**Wires at chosen ports, followed through buffers**

Drawn at 4 px/um.
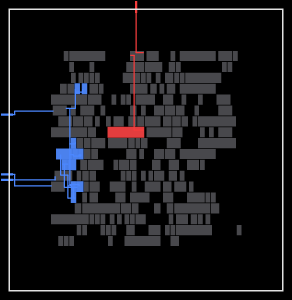
**Metal 3**

Drawn at 6 px/um. Cells faint in the background.
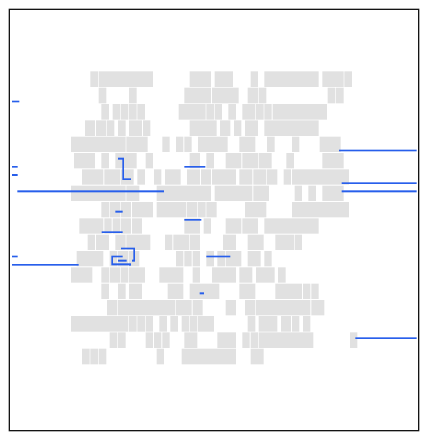
**Track usage over the die**

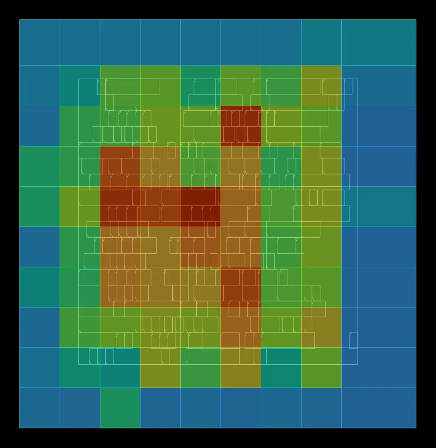
**Cell density map**

Drawn at 6 px/um. 7 x 7 tiles, from dark blue (low) to red (high), 0 to 100% covered.
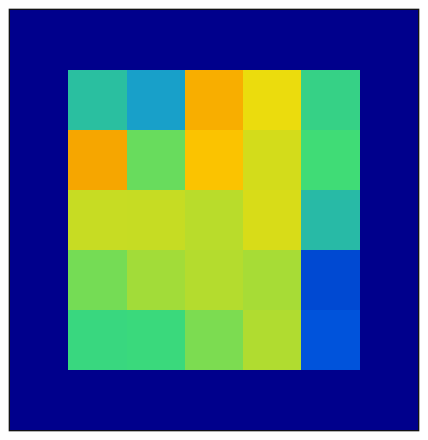
**Clock distribution**

Drawn at 6 px/um.
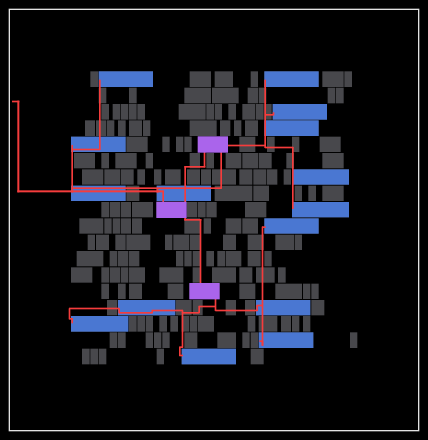
**config.mk**
```make
export PLATFORM = sky130hd
export DESIGN_NAME = hazard_decoder
export DESIGN_NICKNAME = d
export VERILOG_FILES = /design/src/rtl/hazard_decoder.sv
export SDC_FILE = /design/constraint.sdc
export NUM_CORES = 1
export LEC_CHECK = 0
export ABC_AREA = 1
export CORE_AREA = 10 10 58 60
export CTS_BUF_LIST = sky130_fd_sc_hd__clkbuf_8
export CTS_CLUSTER_SIZE = 25
export DETAILED_ROUTE_END_ITERATION = 12
export DIE_AREA = 0 0 68 70
export HOLD_SLACK_MARGIN = 0.1
export PLACE_DENSITY_LB_ADDON = 0.05
export SYNTH_ARGS = -nofsm -noshare
export SYNTH_HDL_FRONTEND = slang
export SYNTH_SLANG_ARGS = --single-unit
```
**constraint.sdc**
```tcl
create_clock -name clk -period 2.25 [get_ports clk]
set_input_delay 0.45 -clock clk [delete_from_list [all_inputs] [get_ports clk]]
set_output_delay 0.45 -clock clk [all_outputs]
set_load 0.01 [all_outputs]
```
**src/rtl/hazard_decoder.sv**
```systemverilog
`default_nettype none
// +--------------------------------------------------------------------------+
// | Module  : hazard_decoder                                                 |
// | Purpose : Decodes wind direction from the rolling pattern of a three-    |
// |           lamp hazard light bar. Consecutive pattern transitions are     |
// |           classified (calm / right-to-left / left-to-right) and a class  |
// |           is confirmed once LOCK_COUNT matching transitions in a row     |
// |           have been seen. Protocol violations pulse error.               |
// | Ports   : clk          - system clock, rising edge                       |
// |           reset        - asynchronous active-high reset                  |
// |           lights[2:0]  - lamp pattern, bit 2 = left, bit 0 = right       |
// |           lights_valid - sample strobe                                   |
// |           clear_err    - synchronous clear of err_count                  |
// |           mode[1:0]    - 00 calm, 01 R->L, 10 L->R, 11 unknown          |
// |           locked       - mode holds a confirmed decode                   |
// |           error        - one-cycle protocol violation pulse              |
// |           err_count    - saturating error pulse count                    |
// | Config  : `define HAZARD_DECODER_ERRCNT_EN enables err_count/clear_err;  |
// |           otherwise err_count is tied to zero.                           |
// | Revision: 1.0 - initial release                                          |
// +--------------------------------------------------------------------------+
module hazard_decoder #(
  parameter int LOCK_COUNT = 3
) (
  input  logic       clk,
  input  logic       reset,
  input  logic [2:0] lights,
  input  logic       lights_valid,
  input  logic       clear_err,
  output logic [1:0] mode,
  output logic       locked,
  output logic       error,
  output logic [7:0] err_count
);

  // Transition classes double as mode encodings; "none" equals "unknown".
  localparam logic [1:0] c_cls_calm = 2'b00;
  localparam logic [1:0] c_cls_rl   = 2'b01;
  localparam logic [1:0] c_cls_lr   = 2'b10;
  localparam logic [1:0] c_cls_none = 2'b11;
  localparam logic [3:0] c_lock     = 4'(LOCK_COUNT);

  typedef enum logic [1:0] {
    ST_IDLE    = 2'd0,
    ST_ACQUIRE = 2'd1,
    ST_LOCKED  = 2'd2
  } state_t;

  state_t     r_state;
  logic [2:0] r_prev;
  logic [1:0] r_cand;   // candidate class in ACQUIRE, locked class in LOCKED
  logic [3:0] r_count;

  logic       w_pat_legal;
  logic [1:0] w_cls;
  logic [3:0] w_run;
  logic       w_err_evt;

  function automatic logic [1:0] classify(input logic [2:0] p, input logic [2:0] c);
    logic [1:0] cls;
    cls = c_cls_none;
    case ({p, c})
      6'b101_010, 6'b010_101:              cls = c_cls_calm;
      6'b001_010, 6'b010_100, 6'b100_001:  cls = c_cls_rl;
      6'b100_010, 6'b010_001, 6'b001_100:  cls = c_cls_lr;
      default:                             cls = c_cls_none;
    endcase
    return cls;
  endfunction

  assign w_pat_legal = (lights == 3'b001) || (lights == 3'b010) ||
                       (lights == 3'b100) || (lights == 3'b101);
  assign w_cls       = classify(r_prev, lights);
  assign w_run       = (w_cls == r_cand) ? (r_count + 4'd1) : 4'd1;

  // Single error source shared by the FSM output and the counter. In LOCKED
  // an illegal transition (class none) also differs from the locked class.
  assign w_err_evt = lights_valid &&
                     (!w_pat_legal ||
                      ((r_state == ST_ACQUIRE) && (w_cls == c_cls_none)) ||
                      ((r_state == ST_LOCKED)  && (w_cls != r_cand)));

  always_ff @(posedge clk or posedge reset) begin
    if (reset) begin
      r_state <= ST_IDLE;
      r_prev  <= 3'b000;
      r_cand  <= c_cls_none;
      r_count <= 4'd0;
      mode    <= c_cls_none;
      locked  <= 1'b0;
      error   <= 1'b0;
    end else begin
      error <= w_err_evt;
      if (lights_valid) begin
        if (!w_pat_legal) begin
          r_state <= ST_IDLE;
          r_cand  <= c_cls_none;
          r_count <= 4'd0;
          mode    <= c_cls_none;
          locked  <= 1'b0;
        end else begin
          r_prev <= lights;
          unique case (r_state)
            ST_IDLE: begin
              r_state <= ST_ACQUIRE;
              r_cand  <= c_cls_none;
              r_count <= 4'd0;
            end
            ST_ACQUIRE: begin
              if (w_cls == c_cls_none) begin
                r_cand  <= c_cls_none;
                r_count <= 4'd0;
              end else begin
                r_cand  <= w_cls;
                r_count <= w_run;
                if (w_run >= c_lock) begin
                  r_state <= ST_LOCKED;
                  mode    <= w_cls;
                  locked  <= 1'b1;
                end
              end
            end
            ST_LOCKED: begin
              // A matching transition holds everything; any other drops lock.
              if (w_cls != r_cand) begin
                r_state <= ST_ACQUIRE;
                r_cand  <= w_cls;
                r_count <= (w_cls == c_cls_none) ? 4'd0 : 4'd1;
                mode    <= c_cls_none;
                locked  <= 1'b0;
              end
            end
            default: begin
              r_state <= ST_IDLE;
              r_cand  <= c_cls_none;
              r_count <= 4'd0;
              mode    <= c_cls_none;
              locked  <= 1'b0;
            end
          endcase
        end
      end
    end
  end

`ifdef HAZARD_DECODER_ERRCNT_EN
  // Clear wins over accumulation, but an error on the same edge still counts.
  always_ff @(posedge clk or posedge reset) begin
    if (reset) begin
      err_count <= 8'd0;
    end else if (clear_err) begin
      err_count <= w_err_evt ? 8'd1 : 8'd0;
    end else if (w_err_evt && (err_count != 8'hFF)) begin
      err_count <= err_count + 8'd1;
    end
  end
`else
  logic w_unused_clear_err;
  assign w_unused_clear_err = clear_err;
  assign err_count          = 8'd0;
`endif

endmodule
`default_nettype wire

```
==> out/README.md <==
| Parameter | Reported |
|---|---|
| Post-route insts no fill | 215 |
| Number of nets in the finished design | 198 |
| Longest Clk Path Bufs | 2 |
| Largest regs | r_count x4, r_prev x3 |
| Hold buffer count at CTS | 0 |
| Final worst slack | 0.126 ns |
| Logic gate share of total power | 0.468 |
| Crit share post-route | 0.944 |
| Endpoints failing hold | 0 |
| Transition time at the pin with the least slew margin | 0.602 ns |
| Dominant cells by area after synthesis | sky130_fd_sc_hd__dfrtp_1 (23%), sky130_fd_sc_hd__nand2_1 (12%), sky130_fd_sc_hd__dfstp_2 (8.9%) |
| Signal inverters | 22 |
| Maximum number of pins on one net before global-route repair | 16 |
| Most popular library cell in the synthesized design by count | sky130_fd_sc_hd__nand2_1 |
| Multiplexer share of the synthesized area | 0 |
| Vertical die dimension | 70 um |
| Setup-violating endpoint count in the final report | 0 |
| Proportion of synthesized chip area in sequential cells | 0.321 |
| Top logic family | simple AND/OR/NAND/NOR gates |
| Grt met2 use | 0.208 |
| Mean Syn Cell Area | 7.37 um2 |
| Highest-count logic cell in the final layout | sky130_fd_sc_hd__nand2_1 |
| Setup CP Type | in2reg |
| Number of detailed-routing iterations run before antenna repair | 5 |
| Number of cells in Yosys stat | 161 |
| Synthesized netlist cell count | 161 |
| Layout cell share with drive strength beyond 1 | 0.270 |
| Status | completed |
| Aggregate global-route resource usage | 0.115 |
| Power consumption | 1.18 mW |
| Count of library flops with an enable pin | 0 |
| Sum of met2 wire segment lengths after detailed routing | 1440 um |
| Proportion of cell area spent on the clock network | 0.0325 |
| Area fraction in and, or, nand and nor cells after synthesis | 0.390 |
| Critical path fanouts, max | 6 |
| Fraction of standard cell area in multi-input logic | 0.481 |
| Critical path capture point | locked |
| Max Used Layer | met4 |
| Startpoint of the most critical setup path | lights[2] |
| Fraction of registers with async set/reset | 1.00 |
| XOR/XNOR Area Share | 0 |
| Clock slew at the register clock pins of the worst setup and hold paths | 0.07 ns |
| Sequential logic power | 0.402 mW |
| Source of the worst hold timing path | mode[0] |
| Fraction of the mapped netlist area in compound gates | 0.101 |
| Number of placed instances, taps included | 211 |
| Most common flop cell mapped by yosys | sky130_fd_sc_hd__dfrtp_1 |
| FP Rows | 18 |
| Largest register by flop count | r_count |
| Time the worst path needs with I/O delays and setup | 2.12 ns |
| Post-Layout Inst Area | 1430 um2 |
| Worst Hold Margin | 0.461 ns |
| Critical path buffer and inverter count | 4 |
| Number of warnings printed during yosys synthesis | 0 |
| Total number of sequential cells | 15 |
| Total Neg Setup Slack | 0 ns |
| Storage element area | 380 um2 |
| Post-Route M1 WL | 1020 um |
| Logic cell area | 686 um2 |
| Area of the mapped netlist | 1190 um2 |
| Pwr/cell area | 830 nW/um2 |
| Detailed-routed wire length on met3 | 115 um |
| Clock root buffer master | sky130_fd_sc_hd__clkbuf_8 |
| Critical path's top delay family | simple AND/OR/NAND/NOR gates |
| Post-DR vias/cell | 4.95 |
| Number of global-route vias before repair | 1083 |
| Max Freq | 471 MHz |
| Internal power component | 0.719 mW |
| CTS H-tree lvls | 1 |
| Worst ir drop on vdd | 0.462 mV |
| Number of design rule violations left after detail routing | 0 |
| Cell class ranked first by area | multi-input combinational cells |
| Final global-route overflow total | 0 |
| Tightest Hold Check Type | reg2reg |
| Proportion of netlist area held by the largest area contributor | 0.232 |
| Non-clock buffers | 22 |
| Number of filler instances in the final layout | 230 |
| Library cell with the largest summed area after synthesis | sky130_fd_sc_hd__dfrtp_1 |
| Seq area share | 0.267 |
| Worst Hold Path Cells | 2 |
| Kind of start point of the critical path | input port |
| Post-DP HPWL | 2140 um |
| Cell count of the worst reg-to-reg path | 13 |
| Detail Route Antenna Nets | 0 |
| Reg-to-reg setup timing slack | 0.39 ns |
| Tap cell instance count | 30 |
| Clock tree from TritonCTS | built |
| Initial antenna violation count | 0 |
| Number of clock buffers in the layout | 3 |
| Inserted Diodes | 0 |
| Cell at the slowest stage of the critical path | sky130_fd_sc_hd__clkdlybuf4s50_1 |
| Placement-stage cell area | 1370 um2 |
| Terminating pin of the worst hold path | mode[0] |
| Clock Sinks | 15 |
| Power share of the sequential group | 0.340 |
| Commonest non-fill, non-tap cells in the layout | sky130_fd_sc_hd__nand2_1 (37), sky130_fd_sc_hd__inv_1 (16), sky130_fd_sc_hd__nor2_1 (15), sky130_fd_sc_hd__nand3_1 (14), sky130_fd_sc_hd__buf_4 (13) |
| Total cell area reported by yosys after synthesis | 1190 um2 |
| Routed length per placed instance | 12.1 um |
| Die width | 68 um |
| Switching part of the total | 0.392 |
| Leakage dissipation | 0.746 nW |
| Number of distinct library cell variants in the gate-level netlist after synthesis | 28 |
| Power dissipated by switching net loads | 0.464 mW |
| Growth of design area from synthesis to finish | 20.1% |
| Number of buffers created by CTS | 3 |
| Post-Synth Adder-Cell Area | 0.0527 |
| Critical path required time | 2.40 ns |
| Total stage count of the critical path | 15 |
| Endpoint of the most critical register-to-register path | locked |
| Post-CTS setup repair buffer count | 0 |
| Flip-flop and latch count after synthesis | 15 |
| Final GP Congestion | 0.763 |
| Top power consumer group | combinational cells |
| Number of slew-limit violations in the final report | 0 |
| Cells along the critical path | clkdlybuf4s50_1 -> inv_2 -> nor2_2 -> nand3_2 -> nand2_4 -> nor2_4 -> nand2_1 -> nand2_2 -> nand2_4 -> inv_4 -> nand3_4 -> buf_4 -> nand3_1 -> nand2_1 -> nand2_1 |
| Later-pin clock latency in the skew report | 0.25 ns |
| Non-clock buffers, area share | 0.133 |
| Most frequent cells after synthesis | sky130_fd_sc_hd__nand2_1 (37), sky130_fd_sc_hd__inv_1 (16), sky130_fd_sc_hd__nor2_1 (15) |
| Dpl ws | -0.133 ns |
About 'wires at chosen ports, followed through buffers':
color	port	bits	direction	edge	end cells	buffers	wire
blue	`lights`	3	input	west	11	3	100 um
red	`error`	1	output	north	1	1	34.1 um
count of buffers from port buffering: 9
count of pins on the block boundary: 19

About 'metal 3':
nets with wire on the layer	17
wire length on this layer	115 um
longest straight run	24.1 um
share of all routed wire	4.4%
main direction	horizontal
fraction of met3 tracks used by global routing: 0.0191
final wirelength: 2600 um
total number of vias: 1065

About 'track usage over the die':
met1 track demand over resource: 0.125
routing layer with the top usage in global route: met2

About 'cell density map':
fullest tile	81%
mean over tiles	29%
tiles over 75% full	6.1%
fraction of the core area occupied by cells at floorplan: 0.506
area of the core: 2340 um2
final core utilization: 0.608

About 'clock distribution':
[red] clock wires | length: 240 um
[purple] cells driving clock nets | count: 3
[blue] flip-flops | count: 15
routed clock nets	4
Layout Skew: 0.00550 ns
proportion of power drawn by the clock network: 0.192
clock group total power: 0.227 mW

Power is estimated from default activity; no workload was simulated.
